$ cat config.mk
export PLATFORM = sky130hd
export DESIGN_NAME = interval_timer_ctrl
export DESIGN_NICKNAME = d
export VERILOG_FILES = /design/src/rtl/interval_timer_ctrl.sv
export SDC_FILE = /design/constraint.sdc
export NUM_CORES = 1
export LEC_CHECK = 0
export ABC_AREA = 1
export CORE_MARGIN = 8
export CORE_UTILIZATION = 45
export DETAILED_ROUTE_END_ITERATION = 16
export HOLD_SLACK_MARGIN = 0.08
export PLACE_DENSITY_LB_ADDON = 0.2
export SLEW_MARGIN = 20
export SYNTH_ARGS = -nofsm -noshare
export SYNTH_HDL_FRONTEND = slang
export SYNTH_SLANG_ARGS = --single-unit
$ cat constraint.sdc
create_clock -name clk -period 2.76 [get_ports clk]
set_input_delay 0.552 -clock clk [delete_from_list [all_inputs] [get_ports clk]]
set_output_delay 0.552 -clock clk [all_outputs]
set_load 0.02 [all_outputs]
$ cat src/rtl/interval_timer_ctrl.sv
// Programmable interval timer controller: one-shot/periodic modes, prescaled
// counting, pause and abort. Owns the count register, prescaler and mode FSM.
module interval_timer_ctrl #(
  parameter int WIDTH    = 4,
  parameter int PRESCALE = 1
) (
  input  logic             clk,
  input  logic             reset,
  input  logic             start,
  input  logic             stop,
  input  logic             pause,
  input  logic [WIDTH-1:0] period,
  input  logic             periodic,
  output logic [WIDTH-1:0] count,
  output logic             busy,
  output logic             done,
  output logic             tick,
  output logic             err
);

  localparam int PW = (PRESCALE > 1) ? $clog2(PRESCALE) : 1;
  localparam logic [PW-1:0] PS_LAST = PW'(PRESCALE - 1);

  typedef enum logic [1:0] {IDLE, RUN, PAUSE, DONE} state_t;

  state_t           state, state_nx;
  logic [PW-1:0]    presc, presc_nx;
  logic [WIDTH-1:0] count_nx;
  logic [WIDTH-1:0] period_q, period_nx;
  logic             periodic_q, periodic_nx;
  logic             tick_nx, err_nx;

  always_ff @(posedge clk or posedge reset) begin
    if (reset) begin
      state      <= IDLE;
      presc      <= '0;
      count      <= '0;
      period_q   <= '0;
      periodic_q <= 1'b0;
      tick       <= 1'b0;
      err        <= 1'b0;
    end else begin
      state      <= state_nx;
      presc      <= presc_nx;
      count      <= count_nx;
      period_q   <= period_nx;
      periodic_q <= periodic_nx;
      tick       <= tick_nx;
      err        <= err_nx;
    end
  end

  always_comb begin
    state_nx    = state;
    presc_nx    = presc;
    count_nx    = count;
    period_nx   = period_q;
    periodic_nx = periodic_q;
    tick_nx     = 1'b0;
    err_nx      = 1'b0;

    if (stop) begin
      state_nx = IDLE;
      count_nx = '0;
      presc_nx = '0;
    end else begin
      case (state)
        IDLE, DONE: begin
          if (start) begin
            if (period != '0) begin
              period_nx   = period;
              periodic_nx = periodic;
              count_nx    = '0;
              presc_nx    = '0;
              state_nx    = RUN;
            end else begin
              err_nx = 1'b1;
            end
          end
        end
        RUN, PAUSE: begin
          // Leaving PAUSE with pause low counts in that same cycle, so the
          // delay added equals exactly the number of cycles pause was high.
          if (pause) begin
            state_nx = PAUSE;
          end else begin
            state_nx = RUN;
            if (presc != PS_LAST) begin
              presc_nx = presc + PW'(1);
            end else begin
              presc_nx = '0;
              if (count != period_q - WIDTH'(1)) begin
                count_nx = count + WIDTH'(1);
              end else begin
                count_nx = '0;
                tick_nx  = 1'b1;
                state_nx = periodic_q ? RUN : DONE;
              end
            end
          end
        end
        default: state_nx = IDLE;
      endcase
    end
  end

  assign busy = (state == RUN) || (state == PAUSE);
  assign done = (state == DONE);

endmodule
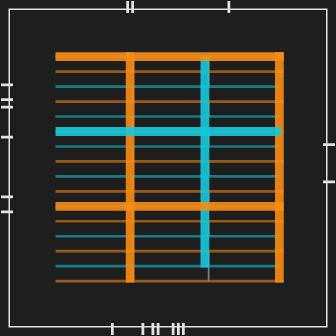
Figure 1: run 1, power grid.
Pins as bars on the die edge. Tap cells in grey.
Key: VDD = cyan; VSS = orange
3 straps on met4. 17 tap cells. The core has 15 rows. 3 straps on met5. 18 signal pins sit on the boundary.

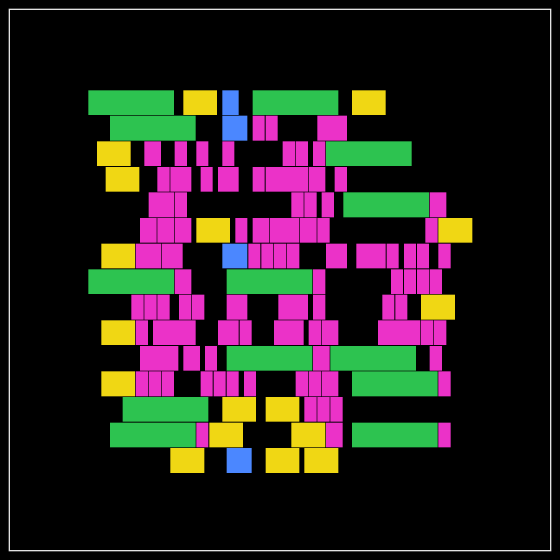
Figure 2: run 1, placement by cell class.
Key: other buffers and delay cells = yellow [cells 17, share of their area 18%]; combinational and other logic = magenta [cells 93, share of their area 46%]; flops = green [cells 13, share of their area 34%]; clock drivers and dummy loads = blue [cells 4, share of their area 2.8%]

==> notes.md, run 1 <==
The tools report the maximum count of clock buffers along a single path as 2. The type of element capturing the critical path is a primary output. For this run, the slowest stage of the critical path takes 0.64 ns.

The registers reported with the highest flop counts are count: 4 flops, period_q: 4 flops, state: 2 flops. In the detailed route, the total length drawn on met3 is 62 um. The die is 57.5 um wide. The launching element of the worst setup path was state[0]. The congestion estimate from routability-driven global placement came to 0.741. In the Yosys report the total cell count is 106. TritonCTS built the clock tree. In this run, the synthesized area fraction spent on adder and majority cells is recorded as 4.85%. The report gives the cell count of the worst hold path as 2. The max-slew check reports its worst relative slack as 66.2%. With the measured slew at the worst slew-check pin at 0.507 ns, the path length in cells of the critical path is 2. The synthesized netlist occupies a cell area of 773 sq um.

With the number of antenna violations at the first check in global routing at 0, the number of OpenROAD warnings is 26. The number of global-route vias before repair is 752, and the final number of setup-violating endpoints is 0. For the relative contribution of combinational cells to total power, the log shows 49.9%.

The most common logic cell in the routed design is sky130_fd_sc_hd__nand2_1. The clock period minus worst slack is 2.26 ns, and the leakage dissipation is 0.523 nW. After Yosys synthesis, XOR and XNOR cells account for 4.53% of the synthesized area. The highest clock rate came out at 443 MHz. After synthesis the netlist holds a flip-flop and latch count of 13. Of all flip-flops after synthesis, the portion carrying an async set or reset was 100%. Per the timing report, the biggest fanout along the worst path comes to 5.

Multiplexer cells account for 0% of the synthesized area. The arrival time of data at the critical path endpoint was 1.71 ns. The run finished with clean final reports. Total buffers and inverters traversed by the critical path: 1. In this run the most critical hold path is launched from periodic_q. Of the total power, the share spent switching nets is 43.8%. Summed over all nets, wire length on met2 after detailed routing comes to 836 um.

The number of instances resized during post-cts repair was 0. Per the synth stats, the flop cell with the highest instance count is sky130_fd_sc_hd__dfrtp_1. The share of final-layout standard cells stronger than drive strength 1 works out to 8.66%.

Walking the worst path, the cells encountered are ha_1, clkdlybuf4s50_1. After global routing, the most crowded layer is met2. Of the total synthesized cell area, the portion taken by AND, OR, NAND and NOR gates is 34.1%.

After detailed routing, the number of vias per cell comes to 4.85. The root buffer cell is sky130_fd_sc_hd__clkbuf_4. The run gives 42.1% for the sequential area share after synthesis. The chip area was 3300 sq um. The worst min-delay path class is reg -> reg. The cell count after synthesis came out at 106. Following the worst setup path forward leads to its endpoint at busy. Post-route period utilization is reported as 81.8%. The run gives 0 for the residual overflow from global routing. The group drawing the most power is combinational cells. Per the synthesis report, the number of distinct cell types is 20.

During synthesis, Yosys emitted a total of 0 warnings. The number of H-tree levels is 1, and the maximum number of pins on one net before global-route repair is 14. Combinational cells consume a total of 0.000403 W. Broken down by cell family, the worst path's largest delay share belongs to buffers and inverters. The count of hold-fix buffers inserted at cts was 0. The library cells used most frequently in the layout, excluding fill and tap cells, are sky130_fd_sc_hd__nand2_1 (37), sky130_fd_sc_hd__clkdlybuf4s50_1 (17), sky130_fd_sc_hd__inv_1 (16). Of the total power, the clock network draws 15.2%. The cell type that accounts for the most area after synthesis is sky130_fd_sc_hd__dfrtp_1.

The area fraction of the largest cell type after synthesis is 42.1%. For reference, compound AND-OR and OR-AND cells occupy 5.66% of the area reported after synthesis. The clock network power was 0.000123 W; the number of nets with antenna violations after routing was 0. The logs give 0 for the number of hold violations in the final report and 0.496 ns for the worst hold slack. For the sequential group, total power comes out at 0.000282 W.

Per the run summary, max-cap violations total 0. The repair_antennas step left the layout with diodes totalling 0. Power spread over the standard cell area amounts to 814 nW/um^2.

After layout, the setup clock skew is reported as 0.00828 ns. Post-synth net total: 119. For this design, the slowest cell found on the critical path is sky130_fd_sc_hd__clkdlybuf4s50_1. The tools report the CTS buffer count as 3.

For the DRC violations left, the log shows 0. The share of the core area taken by cells at floorplan is 46.3%. According to the CTS report, the clock sink count is 13.

In this run, the number of DRC markers left after iteration 0 of detailed routing was 8. The worst-skew pair later-pin latency was 0.29 ns. With the met2 usage in global routing at 20.1%, the fraction of power consumed by sequential logic is 34.9%.

The area growth from synthesis to layout came out at 28.3%. Buffer count from post-CTS setup fixing: 0. At the end of the flow, the number of nets in the layout was 141. met3 track demand over resource after global routing is 2.69%. For the worst-case vdd ir drop, the log shows 389 uV.

The run gives 0 for the count of library flops with an enable pin. The run gives 4 for the first-pass iteration count of the detailed router. The most numerous cell in the Yosys netlist was sky130_fd_sc_hd__nand2_1.

The critical path data required time came out at 2.21 ns.
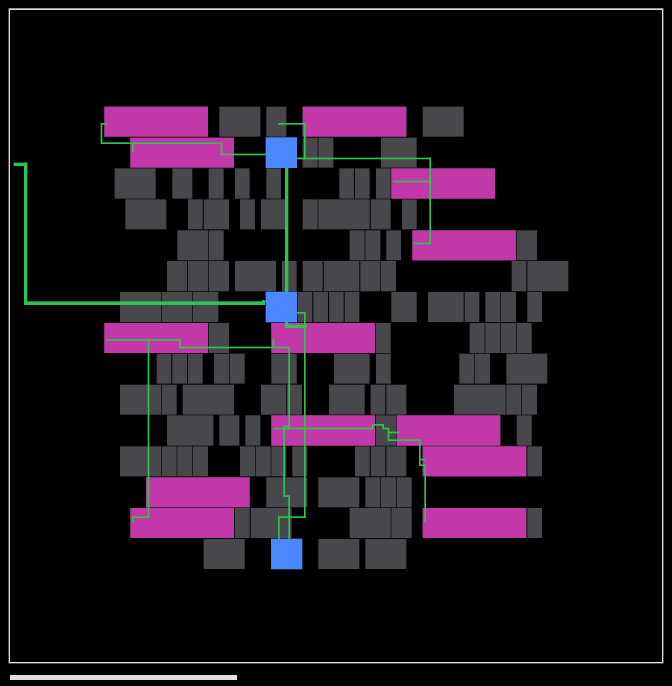
Figure 3: run 1, clock distribution.
Bar = 20 um.
Key: clock wires = green [length 207 um]; flip-flops = magenta [count 13]; clock drivers = blue [count 3]
There are 4 routed clock nets.

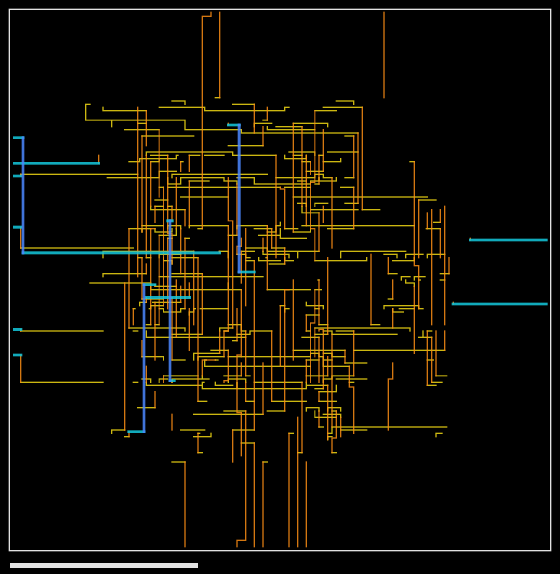
Figure 4: run 1, routed metal, one colour a layer.
Bar = 20 um.
Key: metal 3 = cyan [wire length 62.1 um]; metal 4 = blue [wire length 60.5 um]; metal 2 = orange [wire length 837 um]; metal 1 = yellow [wire length 736 um]
count of vias placed by the detailed router: 698
wire length per cell after detailed routing: 11.8 um
total routed wirelength: 1700 um
global-route total usage across every layer: 11.9%

-- run 1: stage by stage --
| stage | setup slack, ns | instance area [sq um] | cells | util (%) |
|---|---|---|---|---|
| 2_1_floorplan | 1.24 | 773 | 106 | - |
| 3_3_place_gp | 0.860 | 965 | 140 | 57.8 |
| 3_5_place_dp | 0.819 | 965 | 140 | 57.8 |
| 4_1_cts | 0.496 | 992 | 144 | 59.4 |
| 5_1_grt | 0.466 | 992 | 144 | 59.4 |
| 6_report | 0.502 | 992 | 144 | 59.4 |
-- run 1: area by class of cell --
class / count / area, sq um
multi-input cells: 75 / 380
flip-flops and latches: 13 / 325
well taps: 17 / 21.3
clock buffers: 3 / 22.5
clock inverters: 1 / 5.00
inverters: 18 / 67.6
fillers: 163 / 678
repair buffers: 17 / 170
==> run 2: changes to the inputs <==
==> constraint.sdc (replaced) <==
create_clock -name clk -period 2.2 [get_ports clk]
set_input_delay 0.44 -clock clk [delete_from_list [all_inputs] [get_ports clk]]
set_output_delay 0.44 -clock clk [all_outputs]
set_load 0.02 [all_outputs]
==> run 2 against run 1 <==
Cell area unchanged. Flip-flop count unchanged. Highest routed layer unchanged. Clock skew increased by 0.0028 ns. Largest cell class unchanged.
==> notes.md, run 2 <==
Setup repair after global routing left no endpoint under its margin. The non-filler instance count after layout was 144. For reference, the clock transition at the flip-flops on the worst setup and hold paths is 0.09 ns.

The count of library flops with an enable pin came out at 0. The detailed router put a total of 731 um of wire on met1. The most common logic cell in the routed design is sky130_fd_sc_hd__nand2_1. Per the area breakdown, the dominant cell category is multi-input combinational cells.

After layout, the worst path uses 97.7% of the clock period. The number of H-tree levels is 1, and the share of final-layout standard cells stronger than drive strength 1 is 8.66%. The group that draws the most power in this run is combinational cells.

Gates resized during post-CTS repair numbered 0. Looking at the gate-level netlist, the highest instance count belongs to sky130_fd_sc_hd__nand2_1. Per STA, the worst path is made up of ha_1, clkdlybuf4s50_1. The power report lists the sequential group at 0.000353 W. The top cell family by delay on the critical path is buffers and inverters.

The detailed placer's ending HPWL is 1340 um, and the total power per unit cell area is 1020 nW/um^2. The logs give 141 for the number of nets in the finished design and 13 for the number of flip-flops and latches. Non-clock buffers in the final layout number 17. Of the total power, the share spent switching nets is 43.9%.

The number of nets with antenna violations after routing is 0. The largest stage delay on the critical path works out to 0.64 ns. With the buffer count from post-CTS setup fixing at 0, the final core utilization is 59.4%. Sequential cells make up 32.8% of the cell area. STA classifies the critical path endpoint as a primary output.

STA classifies the critical path startpoint as a flop. The total met3 wirelength after detailed routing is 64 um. The violation tally recorded at the end of detailed-routing iteration 0 is 6. The logs give 1.71 ns for the arrival time of data at the critical path endpoint and 807 um for the met2 wire length. The final layout reports a setup TNS of 0 ns.

Multi-input logic gates represent a cell area share of 38.3%. The internal portion of the total power is 0.000570 W. For this run, the script counts the antenna cells in the layout as 0.

Global routing finished with a remaining overflow of 0. After synthesis, the design contains 106 cells according to Yosys. Walking the critical path from launch to capture passes 2 cell instances.

Per the detail_route report, DRC violations left total 0. The number of input and output port buffers inserted is 17, and the vias per cell is 4.85. For this configuration, the core starts out at a cell density of 46.3%.

The floorplan step defined a die boundary enclosing 3300 sq um. The cell with the largest stage delay on the worst path was sky130_fd_sc_hd__clkdlybuf4s50_1. Highest clock rate: 465 MHz. The most heavily used metal layer in global routing is met2. Counting every net in the synthesized netlist gives 119.

With the multi-input combinational cell area at 380 sq um, the netlist area before placement is 773 sq um. Buffers outside the clock tree occupy 17.2% of the routed design's cell area. The placement stage leaves a total instance area of 965 sq um.

In the layout the commonest cells are sky130_fd_sc_hd__nand2_1 (37), sky130_fd_sc_hd__clkdlybuf4s50_1 (17), sky130_fd_sc_hd__inv_1 (16). The registers reported with the highest flop counts are count: 4 flops, period_q: 4 flops, state: 2 flops. The pre-antenna-repair detailed-routing pass consisted of 4 iterations. For reference, the final report shows the hold violation count at 0. STA lists the maximum fanout along the critical path as 5.

Chip area line of the yosys report: 773 sq um. The final timing report derives a shortest allowable period of 2.15 ns. The run gives 1 for the total buffers and inverters traversed by the critical path. For the relative contribution of combinational cells to total power, the log shows 49.8%. The maximum number of pins on one net before global-route repair is 14. The report puts the hold buffer count at CTS at 0. The run gives 166 as the number of inserted filler cells in the final layout. In this run, placement finished with an instance count of 140. The tools report the maximum count of clock buffers along a single path as 2.

The sequential area share after synthesis came out at 42.1%. The met3 demand-to-capacity share in global routing came out at 2.69%. Max-capacitance violation count: 0. The run gives 0.463 ns for the worst hold slack. The worst min-delay path class is in -> async. In the final layout, the clock buffer count is 3. The Yosys step of the flow raised 0 warnings. The synthesized design devotes to its leading area cell type 42.1% of total area.

The measured slew at the worst slew-check pin was 0.504 ns; the async set-or-reset flop fraction in the synthesized netlist was 100%. The die is 57.5 um wide. Looking at the cell usage after synthesis, the top flip-flop cell is sky130_fd_sc_hd__dfrtp_1. The worst-case vdd ir drop came out at 492 uV. met1 track demand over resource after global routing is 12.4%. Dominant cell type by area after synthesis: sky130_fd_sc_hd__dfrtp_1.

The instance tally after logic synthesis is 106, and the tightest slew margin relative to the limit is 66.4%. The power report puts the leakage power at 0.523 nW. The root buffer cell chosen for the clock tree is sky130_fd_sc_hd__clkbuf_4.

The number of clock sinks was 13. In this run the layout overhead on the synthesized area is reported as 28.3%. The critical path in the final layout is reported with a setup slack of 0.0511 ns. With the met2 usage in global routing at 20.1%, the number of multi-input logic gates is 75. The routed layout has 698 vias. The final number of setup-violating endpoints was 0. TritonCTS built the clock tree. At the placement stage, the worst setup path has a slack of 0.371 ns.

Combinational cells consume a total of 0.000505 W. Number of antenna violations at the first check in global routing: 0. The post-synthesis sequential element count works out to 13. The total area of sequential cells was 325 sq um. The critical path data required time is 1.76 ns, and the post-detailed-routing wire length is 1690 um. The fraction of power consumed by sequential logic came out at 34.8%.

The number of OpenROAD warnings is 26. The run finished with clean final reports. During tapcell insertion the tool placed 17 well taps.

Counting the inverters off the clock network in the layout gives 18. The number of cells on the worst reg-to-reg path is 7. The clock network takes up 2.77% of total cell area after layout. Per the TritonCTS log, the buffer count is 3.

The cell area after layout was 992 sq um. The number of distinct library cell variants in the gate-level netlist after synthesis is 20. The run gives 0.741 as the weighted congestion reported at the end of routability-driven placement. The number of global-route vias before repair came out at 747.
==> run 2: kinds of logic after synthesis <==
logic type / after synthesis / share of synthesized area, %
AND/OR/NAND/NOR: 61 / 34.1
flip-flops: 13 / 42.1
AND-OR/OR-AND: 7 / 5.66
buffers and inverters: 18 / 8.74
adder cells (fa/ha/maj): 3 / 4.85
XOR/XNOR: 4 / 4.53
==> run 2: path summary, 6_finish.rpt <==
path                       startpoint          end  slack [ns]
hold reg to reg            periodic_q   periodic_q        0.49
setup / recovery             state[0]         busy        0.05
setup reg to reg             state[0]  period_q[3]        0.59
max in group asynchronous       reset     count[2]        1.38
hold / removal                  reset          err        0.46
min in group clk           periodic_q   periodic_q        0.49
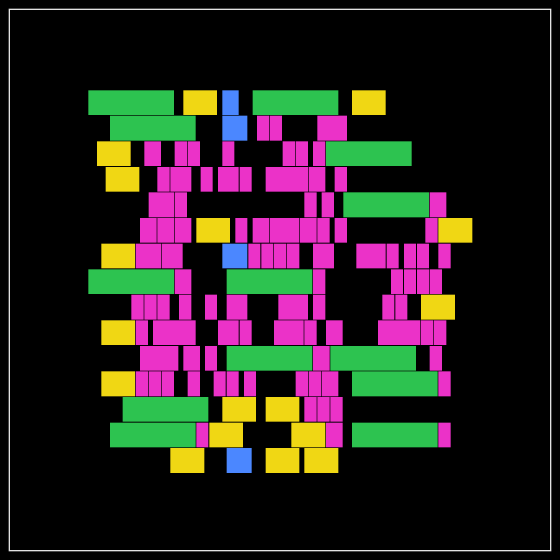
Figure 5: run 2, placement by cell class.
Key: combinational and other logic = magenta [cells 93, share of their area 46%]; other buffers and delay cells = yellow [cells 17, share of their area 18%]; flops = green [cells 13, share of their area 34%]; clock drivers and dummy loads = blue [cells 4, share of their area 2.8%]

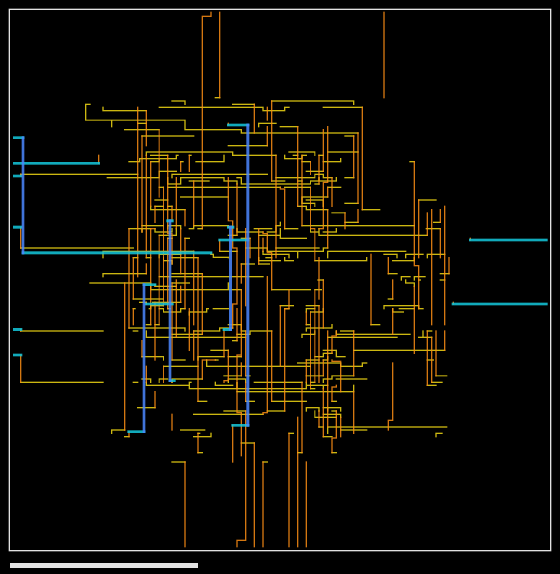
Figure 6: run 2, routed metal, one colour a layer.
Bar = 20 um.
Key: metal 1 = yellow [wire length 732 um]; metal 3 = cyan [wire length 64.2 um]; metal 4 = blue [wire length 87.7 um]; metal 2 = orange [wire length 807 um]
global-route total usage across every layer: 11.9%
wire length per cell after detailed routing: 11.7 um

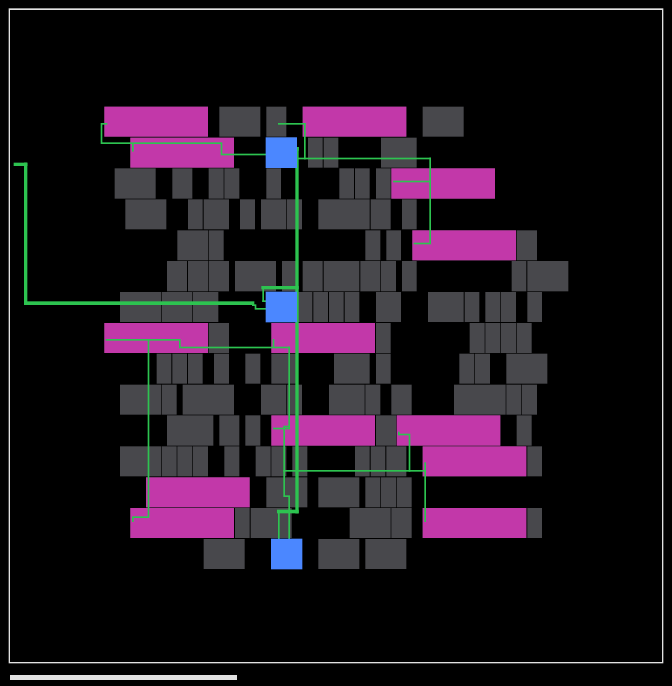
Figure 7: run 2, clock distribution.
Bar = 20 um.
Key: flip-flops = magenta [count 13]; clock wires = green [length 209 um]; clock drivers = blue [count 3]
There are 4 routed clock nets.
part of the power in the clock network: 15.4%
Fin Clk Skew: 0.0111 ns
clock insertion delay at the later pin of the skew report: 0.29 ns
clock network power: 0.000157 W

==> run 3: changes to the inputs <==
--- a/config.mk
+++ b/config.mk
@@ -11,7 +11,6 @@
 export DETAILED_ROUTE_END_ITERATION = 16
 export HOLD_SLACK_MARGIN = 0.08
 export PLACE_DENSITY_LB_ADDON = 0.2
-export SLEW_MARGIN = 20
 export SYNTH_ARGS = -nofsm -noshare
 export SYNTH_HDL_FRONTEND = slang
 export SYNTH_SLANG_ARGS = --single-unit
==> run 3 against run 2 <==
Via count stayed put. First-iteration DRC count unchanged. Critical path type unchanged. Non-clock buffer count stayed put. Utilization is the same. Largest cell class unchanged.
==> notes.md, run 3 <==
The floorplan step records an initial core utilization of 46.3%. The number of flip-flops and latches was 13; the post-detailed-routing wire length was 1690 um. The net count of the finished layout is 141. Looking at the reg2reg group, the worst path starts from state[0].

The met1 routing resource usage after global routing is 12.4%. Per the detail_route report, the via count comes to 698. The routed design shows a via density per instance of 4.85. OpenROAD reports that the post-layout worst path occupies 97.7% of the period.

According to the floorplan report, the die width is 57.5 um. The most common logic cells in the final layout are sky130_fd_sc_hd__nand2_1 (37), sky130_fd_sc_hd__clkdlybuf4s50_1 (17), sky130_fd_sc_hd__inv_1 (16). After synthesis the cells add up to 773 sq um. The flow reports that sequential cells draw 34.8% of the design power. Summed over all nets, the half-perimeter wirelength after detailed placement is 1340 um. The number of OpenROAD warnings was 26.

The tools report the worst setup path endpoint as busy. The instance tally after logic synthesis came out at 106. Yosys printed 0 warnings. Along the worst path, the maximum fanout reaches 5. For this run, the chip area from Yosys synthesis comes to 773 sq um.

Counting cells, the worst reg-to-reg path comes to 7. The layout summary lists the proportion of cells stronger than drive strength 1 as 8.66%. When the netlist entered floorplanning its net count stood at 119.

With the clock edge transition at the registers on the reported setup and hold paths at 0.09 ns, the worst setup skew after layout is 0.0111 ns. Per the layout area report, the combinational gate area comes to 380 sq um. From the final report, the count of setup violators was given as 0. In the post-synthesis netlist, the cell with the most instances is sky130_fd_sc_hd__nand2_1. The detail route stage leaves a number of antenna-violating nets equal to 0. The relative contribution of combinational cells to total power is 49.8%. With the switching portion of total power at 43.9%, the buffer count from post-CTS setup fixing is 0. The final core utilization came out at 59.4%. Per the timing report, the achievable frequency comes out to 465 MHz.

The cell type that accounts for the most area after synthesis is sky130_fd_sc_hd__dfrtp_1. The clock period minus worst slack works out to 2.15 ns. The DRC marker count from the first detailed-route iteration came out at 6. The measured slew at the worst slew-check pin is 0.504 ns. The share of the synthesized area in the top cell type was 42.1%. The script computed a power per unit cell area of 1020 nW/um^2. The worst hold slack came out at 0.463 ns. Summed over all failing endpoints, the final setup total negative slack is 0 ns. Looking at the reg2reg group, the worst path ends at period_q[3]. The launch point of the critical path was reported as state[0]. The largest registers in the layout are count: 4 flops, period_q: 4 flops, state: 2 flops.

The run gives 20.1% as the met2 usage in global routing. Number of H-tree levels: 1. Of the total standard cell area in the layout, the multi-input combinational portion is 38.3%. The pre-antenna-repair detailed-routing pass consisted of 4 iterations.

The flow ran to the end, and the final reports show no timing, DRC or antenna violations. For the clock buffer instance count of the final layout, the log shows 3. Across the run, the number of max-cap violations was 0.

Per report_power, the top consumer among the power groups is combinational cells. Non-clock buffering takes up 17.2% of total cell area after layout. The tools report the tap cell count as 17. For this block, wires on met1 add up to 731 um. The run gives 32.8% for the flop share of the area.

The number of multi-input combinational cells in the layout is 75. Across the whole layout, storage elements account for 325 sq um. The tools report the count of instantiated cells in the yosys netlist as 106. The worst-case vdd ir drop was 492 uV. In the global route stage, met3 resource usage came out at 2.69%. Per the placement report, the placed cell count is 140. The tree built by TritonCTS fans out to 13 sinks. The detailed router reports a met3 wire length of 64 um.

The most common logic cell in the routed design was sky130_fd_sc_hd__nand2_1. TritonCTS built the clock tree. For this run, the leading register cell type out of synthesis is sky130_fd_sc_hd__dfrtp_1. STA puts the critical path data arrival time at 1.71 ns. The tools report the combinational gate power as 0.000505 W. After synthesis, the share of flip-flops with an asynchronous set or reset is 100%. Reported sequential group power: 0.000353 W. Setup repair after global routing left no endpoint under its margin. Number of input and output port buffers inserted: 17. Counting the fill cells in the layout gives 166. In the global route stage, overall resource usage came out at 11.9%. With the number of hold violations in the final report at 0, the count of hold-fix buffers inserted at cts is 0.

The run gives 0 for the DRC violations left.
run 3: critical path: cells and delay by family (launching register included):
| kind | cells | cell delay (ns) |
|---|---|---|
| buffers and inverters | 1 | 0.64 |
| flip-flops | 1 | 0.41 |
| adder cells (fa/ha/maj) | 1 | 0.38 |
run 3: metrics by stage:
step,area [sq um],setup slack [ns]
after floorplan,773,0.682
after global placement,965,0.412
after detailed placement,965,0.371
after CTS,992,0.0480
after global routing,992,0.0184
final,992,0.0511
run 3: cells by family (layout without fill, tap and decap cells):
group                      Yosys count  after routing  share of synthesized area (%)
AOI/OAI and AO/OA                    7              7                           5.66
and+or+nand+nor                     61             61                           34.1
xor gates and xnor gates             4              4                           4.53
buffers and inverters               18             39                           8.74
DFF                                 13             13                           42.1
adders and majority gates            3              3                           4.85
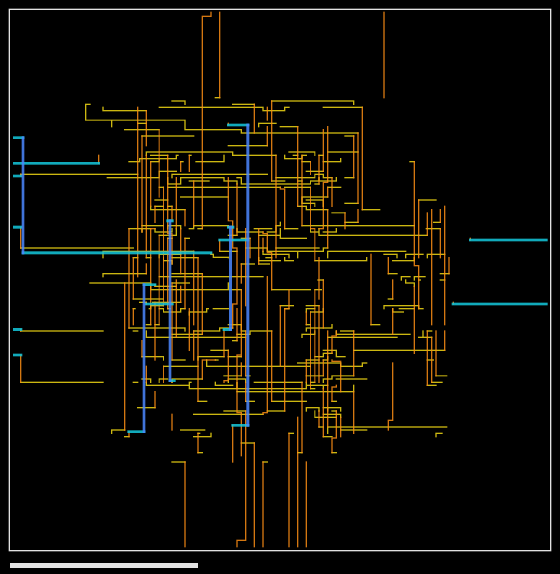
Figure 8: run 3, routed metal, one colour a layer.
Bar = 20 um.
Key: metal 1 = yellow [wire length 732 um]; metal 3 = cyan [wire length 64.2 um]; metal 4 = blue [wire length 87.7 um]; metal 2 = orange [wire length 807 um]

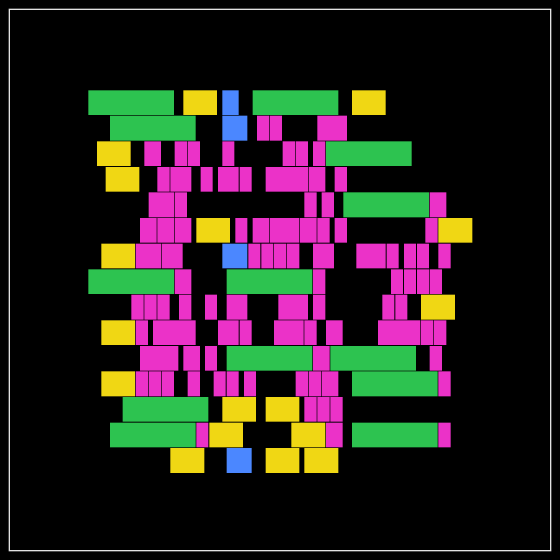
Figure 9: run 3, placement by cell class.
Key: combinational and other logic = magenta [cells 93, share of their area 46%]; other buffers and delay cells = yellow [cells 17, share of their area 18%]; clock drivers and dummy loads = blue [cells 4, share of their area 2.8%]; flops = green [cells 13, share of their area 34%]

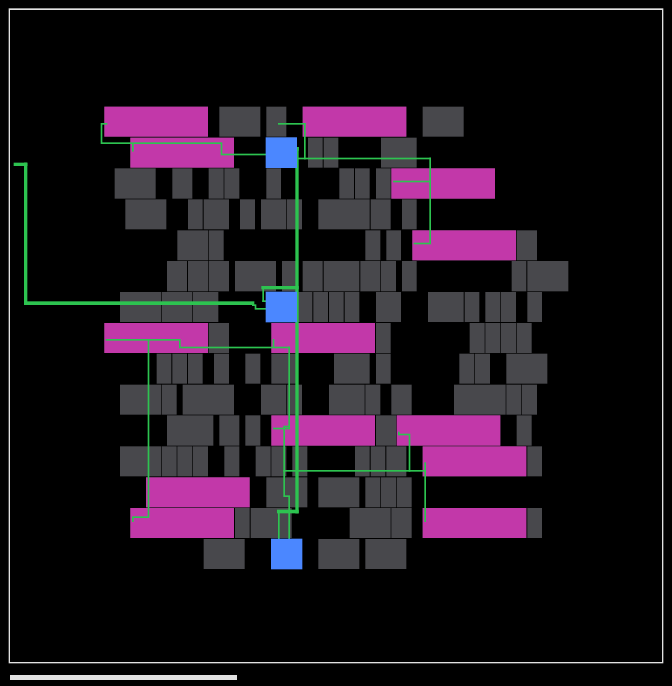
Figure 10: run 3, clock distribution.
Bar = 20 um.
Key: clock drivers = blue [count 3]; clock wires = green [length 209 um]; flip-flops = magenta [count 13]
There are 4 routed clock nets.

No activity file was given, so power comes from the tool's default toggle rates.
